File: src/rtl/rx_bd_pkg.sv
// Shared constants for the PSK receiver boundary detector: FSM state codes,
// symbol classes and the lane-masked symbol classifier.
package rx_bd_pkg;

  typedef logic [1:0] state_t;
  typedef logic [1:0] sym_cls_t;

  localparam state_t StIdle    = 2'd0;
  localparam state_t StSearch  = 2'd1;
  localparam state_t StConfirm = 2'd2;
  localparam state_t StLocked  = 2'd3;

  localparam sym_cls_t ClsToggle = 2'd0;
  localparam sym_cls_t ClsHold   = 2'd1;
  localparam sym_cls_t ClsMixed  = 2'd2;

  // diff is {Q,I} XOR previous {Q,I}; the Q lane only counts in QPSK.
  function automatic sym_cls_t classify(input logic [1:0] diff, input logic qpsk);
    sym_cls_t cls;
    if (!qpsk) begin
      cls = diff[0] ? ClsToggle : ClsHold;
    end else if (diff == 2'b11) begin
      cls = ClsToggle;
    end else if (diff == 2'b00) begin
      cls = ClsHold;
    end else begin
      cls = ClsMixed;
    end
    return cls;
  endfunction

endpackage

File: src/rtl/rx_bd_sym_cls.sv
// Previous-symbol register plus TOGGLE/HOLD/MIXED classification of the
// current symbol against it.
module rx_bd_sym_cls
  import rx_bd_pkg::*;
(
  input  logic     clk,
  input  logic     rst,
  input  logic     mode_qpsk,
  input  logic     sym_vld,
  input  logic     sym_i,
  input  logic     sym_q,
  output sym_cls_t cls
);

  logic [1:0] prev_q;

  always_ff @(posedge clk) begin
    if (rst) begin
      prev_q <= 2'b00;
    end else if (sym_vld) begin
      prev_q <= {sym_q, sym_i};
    end
  end

  assign cls = classify({sym_q, sym_i} ^ prev_q, mode_qpsk);

endmodule

File: src/rtl/rx_bd_multi.sv
// Packet boundary detector: finds the polarity-inversion symbol in the TRN
// field, confirms it over a window with an error budget, then counts payload.
module rx_bd_multi
  import rx_bd_pkg::*;
#(
  parameter int unsigned CNT_W = 8,
  parameter int unsigned IDX_W = 12
) (
  input  logic             clk,
  input  logic             rst,
  input  logic             mode_qpsk,
  input  logic [CNT_W-1:0] cfg_min_trn,
  input  logic [CNT_W-1:0] cfg_window,
  input  logic [CNT_W-1:0] cfg_err_max,
  input  logic [IDX_W-1:0] cfg_pkt_len,
  input  logic             sym_vld,
  input  logic             sym_i,
  input  logic             sym_q,
  input  logic             pd_flag,
  input  logic             disassert_bd,
  output logic             bd_init,
  output logic             bd_flag,
  output logic             bd_abort,
  output logic [1:0]       bd_sgn,
  output logic [IDX_W-1:0] sym_idx,
  output logic             pkt_done
);

  localparam logic [CNT_W-1:0] CntOne = 1;
  localparam logic [IDX_W-1:0] IdxOne = 1;

  sym_cls_t cls;

  rx_bd_sym_cls u_sym_cls (
    .clk       (clk),
    .rst       (rst),
    .mode_qpsk (mode_qpsk),
    .sym_vld   (sym_vld),
    .sym_i     (sym_i),
    .sym_q     (sym_q),
    .cls       (cls)
  );

  state_t           state_q, state_d;
  logic [CNT_W-1:0] trn_cnt_q, trn_cnt_d;
  logic [CNT_W-1:0] win_cnt_q, win_cnt_d;
  logic [CNT_W-1:0] err_cnt_q, err_cnt_d;
  logic             init_q, init_d;
  logic             flag_q, flag_d;
  logic             abort_q, abort_d;
  logic [1:0]       sgn_q, sgn_d;
  logic [IDX_W-1:0] idx_q, idx_d;
  logic             done_q, done_d;

  logic [CNT_W-1:0] win_inc;
  logic [CNT_W-1:0] err_inc;
  logic [IDX_W-1:0] idx_last;

  assign win_inc  = win_cnt_q + CntOne;
  assign err_inc  = (cls != ClsToggle && err_cnt_q != '1) ? err_cnt_q + CntOne : err_cnt_q;
  assign idx_last = cfg_pkt_len - IdxOne;

  always_comb begin
    state_d   = state_q;
    trn_cnt_d = trn_cnt_q;
    win_cnt_d = win_cnt_q;
    err_cnt_d = err_cnt_q;
    init_d    = 1'b0;
    abort_d   = 1'b0;
    done_d    = 1'b0;
    flag_d    = flag_q;
    sgn_d     = sgn_q;
    idx_d     = idx_q;

    if (!pd_flag || disassert_bd) begin
      // Overrides act on any cycle, regardless of sym_vld.
      state_d   = pd_flag ? StSearch : StIdle;
      flag_d    = 1'b0;
      sgn_d     = 2'b00;
      idx_d     = '0;
      trn_cnt_d = '0;
      win_cnt_d = '0;
      err_cnt_d = '0;
    end else begin
      case (state_q)
        StIdle: begin
          state_d = StSearch;
        end
        StSearch: begin
          if (sym_vld) begin
            case (cls)
              ClsToggle: begin
                if (trn_cnt_q != '1) trn_cnt_d = trn_cnt_q + CntOne;
              end
              ClsHold: begin
                if (trn_cnt_q >= cfg_min_trn) begin
                  init_d    = 1'b1;
                  sgn_d     = {mode_qpsk & sym_q, sym_i};
                  win_cnt_d = '0;
                  err_cnt_d = '0;
                  // A zero-length window locks on the boundary symbol itself.
                  if (cfg_window == '0) begin
                    flag_d  = 1'b1;
                    idx_d   = '0;
                    state_d = StLocked;
                  end else begin
                    state_d = StConfirm;
                  end
                end else begin
                  trn_cnt_d = '0;
                end
              end
              default: begin
                trn_cnt_d = '0;
              end
            endcase
          end
        end
        StConfirm: begin
          if (sym_vld) begin
            win_cnt_d = win_inc;
            err_cnt_d = err_inc;
            if (err_inc > cfg_err_max) begin
              abort_d   = 1'b1;
              sgn_d     = 2'b00;
              trn_cnt_d = '0;
              state_d   = StSearch;
            end else if (win_inc == cfg_window) begin
              flag_d  = 1'b1;
              idx_d   = '0;
              state_d = StLocked;
            end
          end
        end
        StLocked: begin
          if (sym_vld) begin
            if (cfg_pkt_len != '0 && idx_q == idx_last) begin
              done_d    = 1'b1;
              flag_d    = 1'b0;
              idx_d     = '0;
              trn_cnt_d = '0;
              state_d   = StSearch;
            end else begin
              idx_d = idx_q + IdxOne;
            end
          end
        end
        default: begin
          state_d = StIdle;
        end
      endcase
    end
  end

  always_ff @(posedge clk) begin
    if (rst) begin
      state_q   <= StIdle;
      trn_cnt_q <= '0;
      win_cnt_q <= '0;
      err_cnt_q <= '0;
      init_q    <= 1'b0;
      flag_q    <= 1'b0;
      abort_q   <= 1'b0;
      sgn_q     <= 2'b00;
      idx_q     <= '0;
      done_q    <= 1'b0;
    end else begin
      state_q   <= state_d;
      trn_cnt_q <= trn_cnt_d;
      win_cnt_q <= win_cnt_d;
      err_cnt_q <= err_cnt_d;
      init_q    <= init_d;
      flag_q    <= flag_d;
      abort_q   <= abort_d;
      sgn_q     <= sgn_d;
      idx_q     <= idx_d;
      done_q    <= done_d;
    end
  end

  assign bd_init  = init_q;
  assign bd_flag  = flag_q;
  assign bd_abort = abort_q;
  assign bd_sgn   = sgn_q;
  assign sym_idx  = idx_q;
  assign pkt_done = done_q;

endmodule

File: config.mk
export PLATFORM = sky130hd
export DESIGN_NAME = rx_bd_multi
export DESIGN_NICKNAME = d
export VERILOG_FILES = /design/src/rtl/rx_bd_pkg.sv /design/src/rtl/rx_bd_sym_cls.sv /design/src/rtl/rx_bd_multi.sv
export SDC_FILE = /design/constraint.sdc
export NUM_CORES = 1
export LEC_CHECK = 0
export ABC_AREA = 1
export ABC_CLOCK_PERIOD_IN_PS = 3900
export CORE_ASPECT_RATIO = 0.7
export CORE_UTILIZATION = 39
export CTS_BUF_LIST = sky130_fd_sc_hd__clkbuf_4 sky130_fd_sc_hd__clkbuf_8
export DETAILED_ROUTE_END_ITERATION = 12
export DONT_BUFFER_PORTS = 1
export PLACE_DENSITY_LB_ADDON = 0.15
export SYNTH_ARGS = -nofsm -noshare
export SYNTH_HDL_FRONTEND = slang
export SYNTH_HIERARCHICAL = 1
export SYNTH_SLANG_ARGS = --single-unit
File: constraint.sdc
create_clock -name clk -period 3.9 [get_ports clk]
set_input_delay 0.78 -clock clk [delete_from_list [all_inputs] [get_ports clk]]
set_output_delay 0.78 -clock clk [all_outputs]
set_load 0.02 [all_outputs]
==> qor.csv <==
metric,value,unit
status,finished clean,
final_cell_area,4150,um2
p_comb,212,uW
p_int,700,uW
crit_family,simple AND/OR/NAND/NOR gates,
rsz0062_at_grt,no,
antenna_cells,0,
drc,0,
worstMarginPinSlew,0.814,ns
p_sw,312,uW
ys_seq_share,23.9,%
syn-cell-area,3860,um2
clock_latency,0.30,ns
fin_nets,692,
layout_top_cell,nand2_1,
largest_reg_flops,12,
r2r_slack,0.45,ns
layout_setup_ws,0.315,ns
lay_top_cells,"146 x nand2_1, 95 x inv_1, 71 x nor2_1",
hp-start,u_sym_cls/prev_q[1],
cp.depth,26,
sh_seq_area,22.2,%
rr_startpoint,u_sym_cls/prev_q[0],
drt-met1-wl,5610,um
viasPerCell,5.09,
edf_count,0,
placedInstanceArea,4030,um2
hold-worst-slack,0.472,ns
synthFlopType,dfxtp_1,
dp_cells,739,
worst_r2r_path_depth,25,
antenna_found_initial,0,
crit_buf_inv,5,
power_leader,sequential cells,
max_slew_margin,45.6,%
comb_area,2520,um2
postRouteAntennaNets,0,
nonClockInverterCount,101,
synth-adder-area-share,8.43,%
grtUsageMet2,27.5,%
clockBufferDepth,2,
dr.max_layer_used,met4,
totalNegativeSetupSlack,0,ns
core_area,9330,um2
grt_overflow,0,
syn_avg_cell_area,6.28,um2
slew_viol_final,0,
yosysWarnings,6,
fmax,279,MHz
ys_top_logic_family,simple AND/OR/NAND/NOR gates,
[synthesized netlist by cell type (2+ instances only)]
cell,n,area share (%)
nand3_1,51,6.6
a31oi_1,3,0.49
and2_1,2,0.32
o21ai_1,3,0.39
nor3_1,5,0.65
ha_1,26,8.4
a21oi_2,2,0.45
nor2_1,71,6.9
xor2_1,15,3.4
o31ai_1,2,0.39
or2_2,3,0.49
nor4_1,3,0.49
inv_2,4,0.39
nor2_4,4,1.2
nand4_1,10,1.6
nor3b_1,5,0.97
inv_1,95,9.2
nand3_2,4,1.0
a21oi_1,43,5.6
nand2_4,3,0.88
clkbuf_1,6,0.58
dfxtp_1,46,24
nor2_2,5,0.81
nand2_2,2,0.32
o21ai_0,23,3.0
xnor2_1,9,2.0
nand2_1,146,14
a211oi_1,9,1.8
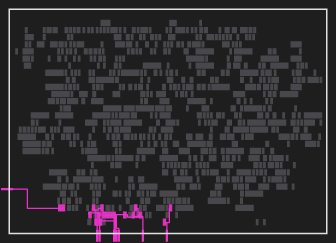
(wires at chosen ports, followed through buffers)
cfg_window -> magenta  # direction input, end cells 15, buffers 0, wire 125 um

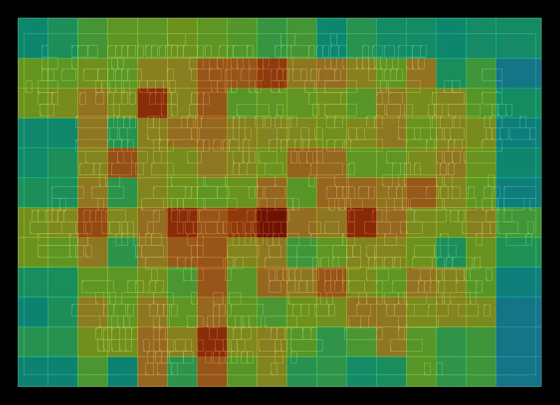
(routing congestion)
Final Util: 44.5%
met3 Track Usage GR: 5.17%

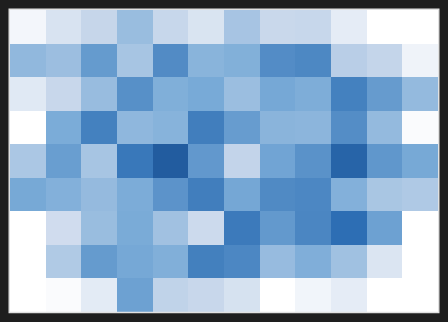
(cell density map)
The die is cut into 12 by 9 equal tiles; white is low, dark blue is high, 0 to 100% covered.
densest ninth of the die = center
tiles over 75% full = 2.8%
mean over tiles = 39%
fullest tile = 82%
nearly empty tiles = 10%

